Figure 1. M2 wires (run 1).
(3 px per µm) Cells faint in the background.
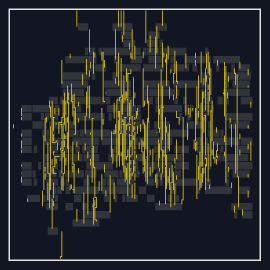
Figure 2. Routing congestion map (run 1).
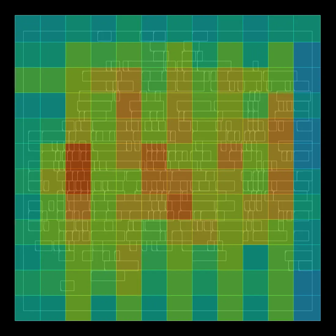
Figure 3. Close-up of the layout (run 1).
Region (22, 38) to (62, 78) µm. Cells in gray, sequential cells in the stronger gray; small squares are vias.
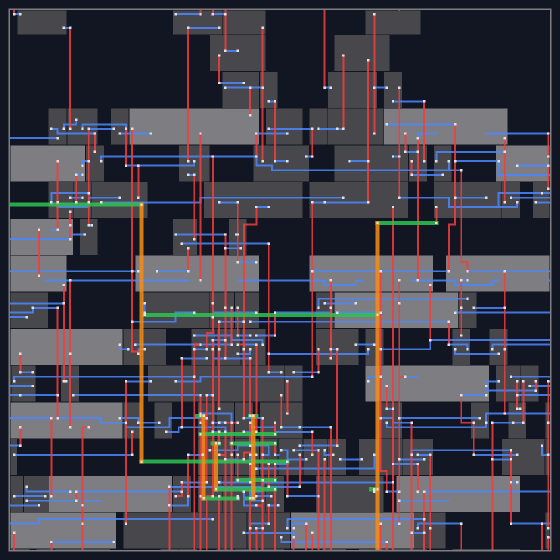
Figure 4. Logic cells by family (run 1).
(6 px per µm)
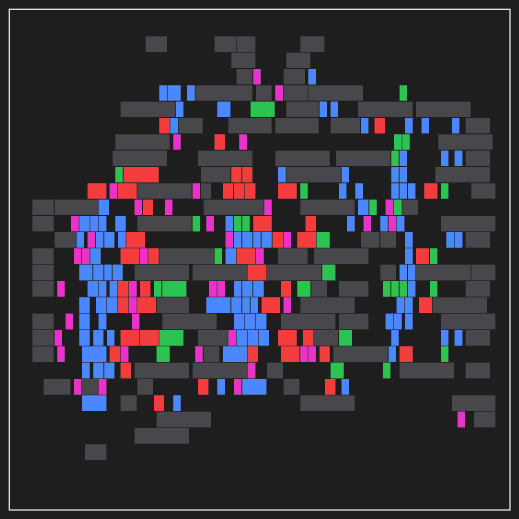
### src/rtl/lr_shift_pipe.sv
// lr_shift_pipe: pipelined LSL/LSR/ASR/ROL shifter with one register stage per shift-amount bit
// and a global-stall valid/ready handshake; latency is clog2(width) cycles.
module lr_shift_pipe #(
   parameter int width = 8
) (
   input  logic                     clk,
   input  logic                     rst,
   input  logic [width-1:0]         iBits,
   input  logic [$clog2(width)-1:0] shift,
   input  logic [1:0]               mode,
   input  logic                     iValid,
   output logic                     iReady,
   output logic [width-1:0]         oBits,
   output logic                     oValid,
   input  logic                     oReady
);
   localparam int stages = $clog2(width);
   logic              advance;
   logic [width-1:0]  d_q [stages];
   logic [1:0]        m_q [stages];
   logic [stages-1:0] s_q [stages];
   logic              v_q [stages];
   logic [width-1:0]  d_in [stages];
   logic [width-1:0]  d_nx [stages];
   logic [1:0]        m_in [stages];
   logic [stages-1:0] s_in [stages];
   logic              v_in [stages];
   logic [width-1:0]  fill;
   assign advance = !oValid || oReady;
   assign iReady  = advance;
   assign oBits   = d_q[stages-1];
   assign oValid  = v_q[stages-1];
   // Every stage shift is 2^k < width, so no per-stage modulo is needed; an ASR word keeps its
   // original sign in the MSB through every stage, so the MSB is the fill source.
   always_comb begin
      d_in[0] = iBits;
      m_in[0] = mode;
      s_in[0] = shift;
      v_in[0] = iValid;
      fill    = '0;
      for (int k = 1; k < stages; k++) begin
         d_in[k] = d_q[k-1];
         m_in[k] = m_q[k-1];
         s_in[k] = s_q[k-1];
         v_in[k] = v_q[k-1];
      end
      for (int k = 0; k < stages; k++) begin
         fill    = {width{d_in[k][width-1]}} & ~({width{1'b1}} >> (1 << k));
         d_nx[k] = !s_in[k][k]    ? d_in[k] :
                   m_in[k] == 2'd0 ? d_in[k] << (1 << k) :
                   m_in[k] == 2'd1 ? d_in[k] >> (1 << k) :
                   m_in[k] == 2'd2 ? (d_in[k] >> (1 << k)) | fill :
                                     (d_in[k] << (1 << k)) | (d_in[k] >> (width - (1 << k)));
      end
   end
   always_ff @(posedge clk or posedge rst)
      if (rst)
         for (int k = 0; k < stages; k++) begin
            d_q[k] <= '0;
            m_q[k] <= '0;
            s_q[k] <= '0;
            v_q[k] <= 1'b0;
         end
      else if (advance)
         for (int k = 0; k < stages; k++) begin
            d_q[k] <= d_nx[k];
            m_q[k] <= m_in[k];
            s_q[k] <= s_in[k];
            v_q[k] <= v_in[k];
         end
endmodule

### config.mk
export PLATFORM = sky130hd
export DESIGN_NAME = lr_shift_pipe
export DESIGN_NICKNAME = d
export VERILOG_FILES = /design/src/rtl/lr_shift_pipe.sv
export SDC_FILE = /design/constraint.sdc
export NUM_CORES = 1
export LEC_CHECK = 0
export ABC_AREA = 1
export ABC_CLOCK_PERIOD_IN_PS = 1040
export CAP_MARGIN = 30
export CORE_MARGIN = 2
export CORE_UTILIZATION = 30
export DETAILED_ROUTE_END_ITERATION = 7
export PLACE_DENSITY = 0.61
export SLEW_MARGIN = 40
export SYNTH_ARGS = -nofsm -noshare
export SYNTH_HDL_FRONTEND = slang
export SYNTH_SLANG_ARGS = --single-unit
export TNS_END_PERCENT = 10
### constraint.sdc
create_clock -name clk -period 1.04 [get_ports clk]
set_input_delay 0.208 -clock clk [delete_from_list [all_inputs] [get_ports clk]]
set_output_delay 0.208 -clock clk [all_outputs]
set_load 0.03 [all_outputs]
==> flow_metrics.tcl, run 1 <==
# yosys + openroad results
set metrics [dict create \
    clock-sinks 34 \
    vias 1695 \
    ctsHoldBuffers 0 \
    synth_warnings 0 \
    fp-utilization 0.314 \
    grtUsageTotal 0.122 \
    p_leak_nw 1.32 \
    hp-class "in -> async" \
    async_flop_share 1.00 \
    cp_num_cells 5 \
    diodes 0 \
    yosysCellCount 257 \
    common_cells "64 x nand2_1, 34 x dfrtp_1, 29 x nand3_1, 29 x nor2_1, 28 x inv_1" \
    p_seq_w 0.00228 \
    cp_top_family "flip-flops" \
    setup_viol 26 \
    hpwl_mm 2.85 \
    crit_type "reg -> out" \
    powerDensity_mw_per_mm2 2450 \
    tool_warnings 29 \
    syn-num-nets 274 \
    grt_pass1_vias 1595 \
    cp_max_fo 2 \
    maxPowerGroup "combinational cells" \
    crit_end "iReady" \
    p_clk_frac 0.154 \
    switching_power_w 0.00266 \
    cp-end-kind "primary output" \
    met1_usage 0.145 \
    fp-row-count 28 \
    r2r_cells 8 \
    area_growth_pct 41.6 \
    flop_cell "dfrtp_1" \
    cp.required_ps 830 \
    yosys.area.top_type_share 0.452 \
    cts-root-buf "clkbuf_8" \
    dp_slack_ps -393 \
    cpMaxStageDelayCell "dfrtp_2" \
    start_kind "flop" \
    antenna_left 0 \
    port_buffers 26 \
    clock.fmax_mhz 797 \
    fin_ws_ps -214 \
    gp_congestion 0.826 \
    critPathLaunch "oValid$_DFFE_PP0P_" \
    grt.overflow.total 0 \
    die_w_um 83.2 \
    nNetsFinal 322 \
    syn_area_mm2 0.00188 \
    whs_ps 260 \
    grt_antenna_before_repair 0 \
    p_clk_w 0.00101 \
    area_leaders "dfrtp_1 45%, nand2_1 13%, nand3_1 7.7%" \
    syn_inst 257 \
    top_layer "met4" \
    combinationalPowerShare 0.496 \
    slew_viol_final 0 \
    wirelength_met1_mm 1.81 \
    cts_setup_buffers 1 \
    yosys_area_mm2 0.00188 \
    yosysMostFrequentCell "nand2_1" \
    cts_tree "done" \
    met3_length_um 183 \
    relSlewSlack 0.844 \
    synth-edff-count 0 \
    fin_crit_sh 1.21 \
    drive_gt1_frac 0.291 \
    pg_comb_w 0.00325 \
    via_per_inst 4.45 \
    hold_violations 0 \
    ir_worst_vdd_mv 1.37 \
    worst-path-buf-inv 4 \
    yosysSeqAreaShare 0.452 \
    p_int_w 0.00388 \
    cap_violations 0 \
    crit-reg2reg-launch "oValid$_DFFE_PP0P_" \
    top_area_cell "dfrtp_1" \
    violations "setup timing" \
    die-height_um 83.2 \
    ys_types 18 \
    skew_ps 6.13 \
    seqPwrFrac 0.349 \
    wl_per_cell_um 10.5 \
    status "finished with violations" \
]
Back to the opening pictures, Figure 1:
nets with wire on the layer: 222
share of all routed wire: 48%
wire length on this layer: 1,940 µm
longest straight run: 38.8 µm
grt met2 use: 0.214
drt total wl: 4.00 mm

Back to the opening pictures, Figure 2:
Final Util: 0.445
met3 Use GR: 0.0358

Back to the opening pictures, Figure 3:
legend:
  orange:
    layer: metal 4
  red:
    layer: metal 2
  green:
    layer: metal 3
  blue:
    layer: metal 1
netlist names of flops here include: d_in (9), s_in (2), v_in (2)
cells with their middle in the window: 97
sequential cells in the window: 15
most frequent: nand2_1 (16), dfrtp_1 (14), inv_1 (9)

Back to the opening pictures, Figure 4:
legend:
  blue:
    family: NAND gates
    cells: 99
    most_used: nand2_1
  magenta:
    family: inverters
    cells: 41
    most_used: inv_1
  green:
    family: NOR gates
    cells: 30
    most_used: nor2_1
  red:
    family: inverting AOI/OAI gates
    cells: 44
    most_used: a21oi_1

-- run 1: logic make-up (layout without fill, tap and decap cells) --
kind of cell    after synthesis  after routing  share of synthesized area
compound gates               44             44                      0.134
buf+inv                      49             98                      0.108
simple gates                129            129                      0.302
flops                        34             34                      0.452
xor+xnor                      1              1                    0.00466
-- run 1: sequential cells by signal, summed over array words and instances, names as in the netlist --
register and flops:
d_in 16, oBits 8, m_in 4, s_in 3, v_in 2, oValid 1
-- run 1: final cells by class --
type	instances	area, µm²
Fill cell	585	3330
Multi-Input combinational cell	174	905
Sequential cell	34	852
Timing Repair Buffer	49	564
Inverter	41	154
Tap cell	75	93.8
Clock buffer	6	82.6
Clock inverter	2	12.5
-- run 1: through the flow --
stage	total power (W)	cell area (µm²)	utilization	cells	setup TNS, ps
after global routing	0.00704	2660	0.445	381	-5250
after detailed placement	0.00508	2360	0.395	370	-11110
after floorplan	0.00408	1890	-	257	-1440
after CTS	0.00638	2540	0.424	380	-3200
after global placement	0.00504	2360	0.395	370	-10450
final	0.00654	2660	0.445	381	-2340
-- run 1: cell usage in the layout (no fill, tap or decap), drive strengths merged --
| cell type | netlist | routed |
|---|---|---|
| dlygate4sd2 | 0 | 1 |
| a21oi | 16 | 16 |
| nand3 | 29 | 29 |
| xnor2 | 1 | 1 |
| clkinvlp | 0 | 1 |
| nor2 | 30 | 30 |
| buf | 8 | 32 |
| a31oi | 4 | 4 |
| clkinv | 0 | 1 |
| nand2 | 70 | 70 |
| dfrtp | 34 | 34 |
| clkdlybuf4s50 | 0 | 14 |
| o21ai | 24 | 24 |
| dlymetal6s2s | 0 | 1 |
| inv | 41 | 41 |
| clkbuf | 0 | 7 |
==> run 1 -> run 2 <==
Settings changed: MAX_ROUTING_LAYER from default to met4, PLACE_DENSITY 0.61 to 0.62.
Figure 5. Close-up of the layout (run 2).
Region (22, 38) to (62, 78) µm. Cells in gray, sequential cells in the stronger gray; small squares are vias.
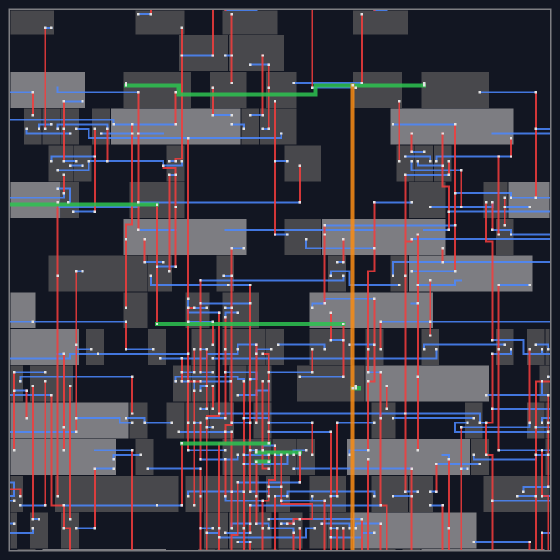
legend:
  green:
    layer: metal 3
  orange:
    layer: metal 4
  blue:
    layer: metal 1
  red:
    layer: metal 2
sequential cells in the window: 13
cells with their middle in the window: 99
most frequent: nand2_1 (22), dfrtp_1 (12)
netlist names of flops here include: d_in (8), s_in (2)

==> run 2 against run 1 <==
Against the previous run: critical endpoint unchanged; non-clock buffer count shrank 1; critical path type is now in -> out; the run still ends with setup timing left; core utilization shrank 0.71 points; die size is the same.
==> flow_metrics.tcl, run 2 <==
# yosys + openroad results
set metrics [dict create \
    grt_max_degree 35 \
    core-area_mm2 0.00599 \
    tns_ps -1790 \
    final_area_mm2 0.00262 \
    violations "setup timing" \
    htreeDepth 2 \
    fin_crit_sh 1.13 \
    layout_top_cells "64 x nand2_1, 33 x dfrtp_1, 28 x nand3_1, 28 x nor2_1, 27 x inv_1" \
    port_buffers 26 \
    setup_viol 32 \
    drive_gt1_frac 0.289 \
    syn_inst 257 \
    syn_area_mm2 0.00188 \
    fin_util 0.438 \
    cp-end-kind "primary output" \
    start_kind "input pin" \
    cts-root-buf "clkbuf_8" \
    antenna_left 0 \
    dp_slack_ps -385 \
    yosys.area.top_type_share 0.452 \
    cap_violations 0 \
    critPathLaunch "oReady" \
    grt_pass1_vias 1661 \
    gp_congestion 0.879 \
    ctsHoldBuffers 0 \
    crit_type "in -> out" \
    hp-class "in -> async" \
    vias 1717 \
    p_seq_w 0.00226 \
    largest_reg_flops 16 \
    switching_power_w 0.00266 \
    cp_max_fo 3 \
    area_leaders "dfrtp_1 45%, nand2_1 13%, nand3_1 7.7%" \
    synth_warnings 0 \
    min_period_ps 1180 \
    hpwl_mm 2.96 \
    clockBufferDepth 2 \
    via_per_inst 4.52 \
    ys.flops 34 \
    fin_ws_ps -138 \
    syn-num-nets 274 \
    wl_per_cell_um 10.8 \
    chipArea_mm2 0.00692 \
    slew_viol_final 0 \
    flop_cell "dfrtp_1" \
    insertion_delay_ps 290 \
    p_leak_nw 1.31 \
    skew_ps 7.71 \
    area_growth_pct 39.3 \
    diodes 0 \
    ir_worst_vdd_mv 1.18 \
    worstPathArrival_ps 970 \
    layout_top_cell "nand2_1" \
    seqPwrFrac 0.351 \
    powerDensity_mw_per_mm2 2460 \
    die_w_um 83.2 \
    path_clk_slew_ps 70 \
    fp-row-count 28 \
    nNetsFinal 321 \
    syn_area_per_cell_um2 7.32 \
    yosysMostFrequentCell "nand2_1" \
    maxPowerGroup "combinational cells" \
    nFillCells 628 \
    whs_ps 260 \
    combinationalPowerShare 0.491 \
    p_clk_frac 0.158 \
    r2r_cells 7 \
    pg_comb_w 0.00316 \
    grt_antenna_before_repair 0 \
    yosysCellCount 257 \
    drt_iter0_drc 63 \
    async_flop_share 1.00 \
    hold_violations 0 \
    grtUsageTotal 0.132 \
    p_clk_w 0.00102 \
    rsz0062_at_grt "yes" \
    grt_pass1_wl_mm 7.34 \
    fp-utilization 0.314 \
    cts-buffers-inserted 5 \
    grt.overflow.total 0 \
    clock-sinks 34 \
    yosysSeqAreaShare 0.452 \
    yosys_area_mm2 0.00188 \
    p_int_w 0.00379 \
    synth-edff-count 0 \
    top_area_cell "dfrtp_1" \
    switching_share 0.412 \
    tool_warnings 29 \
    io_pins 27 \
    relSlewSlack 0.832 \
    cp.required_ps 830 \
    stdcell_count 380 \
    post_dp_cell_area_mm2 0.00234 \
    drc 0 \
    clock.fmax_mhz 849 \
    tightestPinTransition_ps 251 \
    cts_tree "done" \
    routed_wirelength_mm 4.10 \
    first_pass_iters 7 \
    status "finished with violations" \
    common_cells "64 x nand2_1, 34 x dfrtp_1, 29 x nand3_1, 29 x nor2_1, 28 x inv_1" \
    die-height_um 83.2 \
    p_total_w 0.00644 \
    ys_types 18 \
    crit-reg2reg-launch "oValid$_DFFE_PP0P_" \
    dp.cells 369 \
]
run 2: logic make-up (layout without fill, tap and decap cells):
kind of cell | Yosys count | after routing | share of synthesized area
and+or+nand+nor | 129 | 129 | 0.302
buffers and inverters | 49 | 97 | 0.108
AOI/OAI and AO/OA | 44 | 44 | 0.134
DFF | 34 | 34 | 0.452
xor gates and xnor gates | 1 | 1 | 0.00466
run 2: what timing repair did:
item / CTS / global route
cloned: 0 / 1
endpoints found under the hold margin: 0 / 0
pin swaps: 5 / 0
setup endpoints to repair: 34 / 43
setup buffers: 2 / 0
resized: 30 / 11
run 2: area by class of cell:
type | count | area [µm²] | area share
repair buffers | 48 | 507 | 0.193
well taps | 75 | 93.8 | 0.0358
multi-input cells | 174 | 917 | 0.350
inverters | 41 | 156 | 0.0597
flip-flops and latches | 34 | 852 | 0.325
clock inverters | 2 | 12.5 | 0.00477
clock buffers | 6 | 82.6 | 0.0315
run 2: worst paths after layout:
kind                                         to  slack (ps)
hold reg to reg              oValid$_DFFE_PP0P_         450
max in group asynchronous    oValid$_DFFE_PP0P_         590
setup / recovery                         iReady        -140
hold / removal             oBits[2]$_DFFE_PP0P_         260
setup reg to reg           d_in[12]$_DFFE_PP0P_        -100
min in group clk            m_in[3]$_DFFE_PP0P_         400
run 2: routing by layer:
layer / GRT usage / share of wire / routed length, µm / vias to the layer above
met2: 0.223 / 0.50 / 2030 / 34
li1: - / - / - / 905
met3: 0.0398 / 0.042 / 172 / 3
met5: - / 0 / 0 / -
met4: 0.0358 / 0.011 / 44 / 0
met1: 0.153 / 0.45 / 1850 / 775
run 2: worst max-delay path: stages:
cell,delay [ps]
clkdlybuf4s50_1,440
nor2_4,150
inv_4,50
buf_6,130
Figure 6. Sequential cells colored by netlist name (run 2).
(6 px per µm) Other sequential cells in the stronger gray, the rest of the logic in the fainter gray.
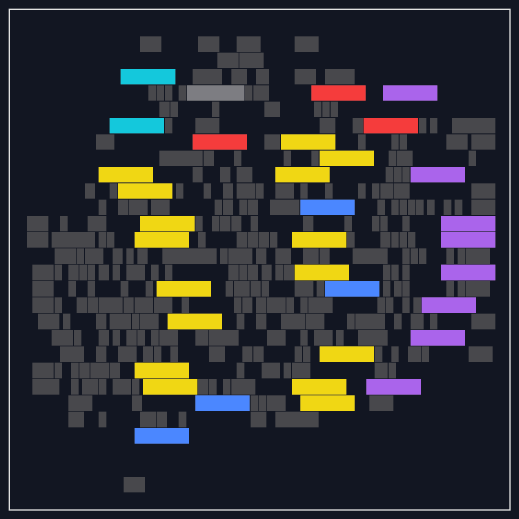

==> run 2 -> run 3 <==
Settings changed: CORE_UTILIZATION 30 to 35, PLACE_DENSITY 0.62 to 0.53.
Figure 7. Sequential cells colored by netlist name (run 3).
(6 px per µm) Other sequential cells in the stronger gray, the rest of the logic in the fainter gray.
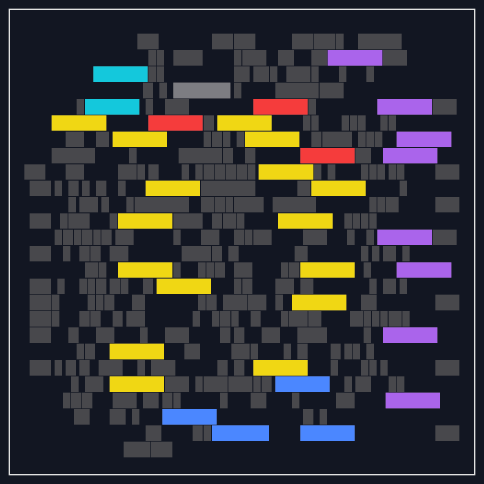
legend:
  purple:
    signal: oBits
    flops: 8
  yellow:
    signal: d_in
    flops: 16
  blue:
    signal: m_in
    flops: 4
    where: bottom center
  cyan:
    signal: v_in
    flops: 2
  red:
    signal: s_in
    flops: 3
not colored: 1
sequential cell area: 853 µm²
sequential-cell power consumption: 0.00231 W

==> run 3 against run 2 <==
Against the previous run: the run still ends with setup timing left; largest cell class unchanged; via count fell by 0.58%; register-to-register slack got worse by 50 ps; clock-buffer cell count did not move; cell count fell by 1.6%; flip-flop count did not move; die size fell by 14%; hold slack got worse by 12 ps; largest power group unchanged; wire length rose by 2.9%; sequential share of layout area fell by 0.23 points.
==> flow_metrics.tcl, run 3 <==
# yosys + openroad results
set metrics [dict create \
    status "finished with violations" \
    violations "setup timing" \
    ys.flops 34 \
    synth-edff-count 0 \
    drc 0 \
    grt_pass1_vias 1652 \
    cts-buffers-inserted 5 \
    antenna_left 0 \
    start_kind "flop" \
    powerDensity_mw_per_mm2 2480 \
    crit-reg2reg-launch "oValid$_DFFE_PP0P_" \
    hpwl_mm 2.91 \
    via_per_inst 4.56 \
    relSlewSlack 0.843 \
    synthXorXnorAreaFrac 0.00465 \
    yosysMostFrequentCell "nand2_1" \
    fin_crit_sh 1.22 \
    busiest_layer "met2" \
    met3_length_um 137 \
    p_total_w 0.00656 \
    yosys.area.top_type_share 0.452 \
    p_leak_nw 1.31 \
    r2r_slack_ps -150 \
    clockBufferDepth 2 \
    insertion_delay_ps 290 \
    wl_per_cell_um 11.3 \
    cp.required_ps 830 \
    ys_types 18 \
    r2r_cells 8 \
    syn_area_per_cell_um2 7.32 \
    syn-num-nets 274 \
    top_logic_kind "simple AND/OR/NAND/NOR gates" \
    port_buffers 26 \
    cp_max_fo 2 \
    synth_warnings 0 \
    muxShareOfSynthArea 0 \
    rsz0062_at_grt "yes" \
    die-height_um 77.3 \
    core-area_mm2 0.00514 \
    met2_usage 0.259 \
    diodes 0 \
    chipArea_mm2 0.00598 \
    async_flop_share 1.00 \
    r2r_end "v_in[0]$_DFFE_PP0P_" \
    wirelength_met1_mm 1.85 \
    worstPathArrival_ps 1060 \
    ir_worst_vdd_mv 0.744 \
    yosys_area_mm2 0.00188 \
    hold_violations 0 \
    tightestPinTransition_ps 236 \
    met1_usage 0.183 \
    layout_top_cell "nand2_1" \
    nNetsFinal 320 \
    drt_iter0_drc 67 \
    gp_congestion 0.850 \
    grtUsageTotal 0.159 \
    top_layer "met4" \
    wl_met2_mm 2.11 \
    cts_tree "done" \
    skew_ps 4.65 \
    fp-utilization 0.366 \
    nFillCells 542 \
    yosysCellCount 257 \
    slew_viol_final 0 \
    clock.fmax_mhz 791 \
    setup_viol 28 \
    adder_share 0 \
    hp-class "in -> async" \
    area_leaders "dfrtp_1 45%, nand2_1 13%, nand3_1 7.7%" \
    largest_reg_flops 16 \
    clock-sinks 34 \
    grt_antenna_before_repair 0 \
    grt_max_degree 35 \
    cts-root-buf "clkbuf_8" \
    fin_ws_ps -224 \
    layout_top_cells "64 x nand2_1, 32 x dfrtp_1, 28 x nand3_1, 27 x inv_1, 17 x nor2_1" \
    min_period_ps 1260 \
    routed_wirelength_mm 4.22 \
    area_growth_pct 40.5 \
    tool_warnings 29 \
    syn_inst 257 \
    vias 1707 \
    cp-end-kind "primary output" \
    path_clk_slew_ps 70 \
    crit_type "reg -> out" \
    htreeDepth 2 \
    syn_area_mm2 0.00188 \
]
[run 3: stage by stage]
stage / TNS, ps / hold slack (ps) / utilization / cells / area [µm²]
finish: -2470 / 248 / 0.514 / 374 / 2640
global route: -5040 / 265 / 0.514 / 374 / 2640
global placement: -10290 / 434 / 0.457 / 362 / 2350
floorplan: -1440 / 318 / - / 257 / 1890
CTS: -2640 / 254 / 0.493 / 372 / 2530
detailed placement: -10800 / 432 / 0.457 / 362 / 2350
[run 3: cell type report]
| type | count | area [µm²] | share of cell area |
|---|---|---|---|
| flip-flops and latches | 34 | 853 | 0.323 |
| clock buffers | 6 | 82.6 | 0.0312 |
| clock inverters | 2 | 12.5 | 0.00473 |
| inverters | 41 | 154 | 0.0582 |
| well taps | 70 | 87.6 | 0.0331 |
| repair buffers | 47 | 538 | 0.204 |
| multi-input cells | 174 | 916 | 0.346 |
[run 3: report_power, final]
group          leakage, nW  total, W  internal (W)  switching, W
clock network       0.0472   0.00105      0.000532      0.000516
logic                0.863   0.00321       0.00145       0.00176
registers            0.398   0.00231       0.00185      0.000453
total                 1.31   0.00656       0.00383       0.00273
[run 3: what timing repair did]
item | 4_1_cts | 5_1_grt
endpoints found under the setup margin | 28 | 44
hold buffers | 0 | 0
cloned | 0 | 2
setup buffers | 2 | 0
pin swaps | 5 | 0
gates resized | 25 | 17
[run 3: cell families (layout without fill, tap and decap cells)]
group / count (synthesis) / in the layout
XOR/XNOR: 1 / 1
AND-OR/OR-AND: 44 / 44
flip-flops: 34 / 34
AND/OR/NAND/NOR: 129 / 129
buffers and inverters: 49 / 96
[run 3: worst max-delay path: stages, from the launching register on]
cell     delay (ps)
dfrtp_2         370
inv_2            40
nor2_4           80
inv_2            40
buf_6           110
buf_6           130
No activity file was given, so power comes from the tool's default toggle rates.
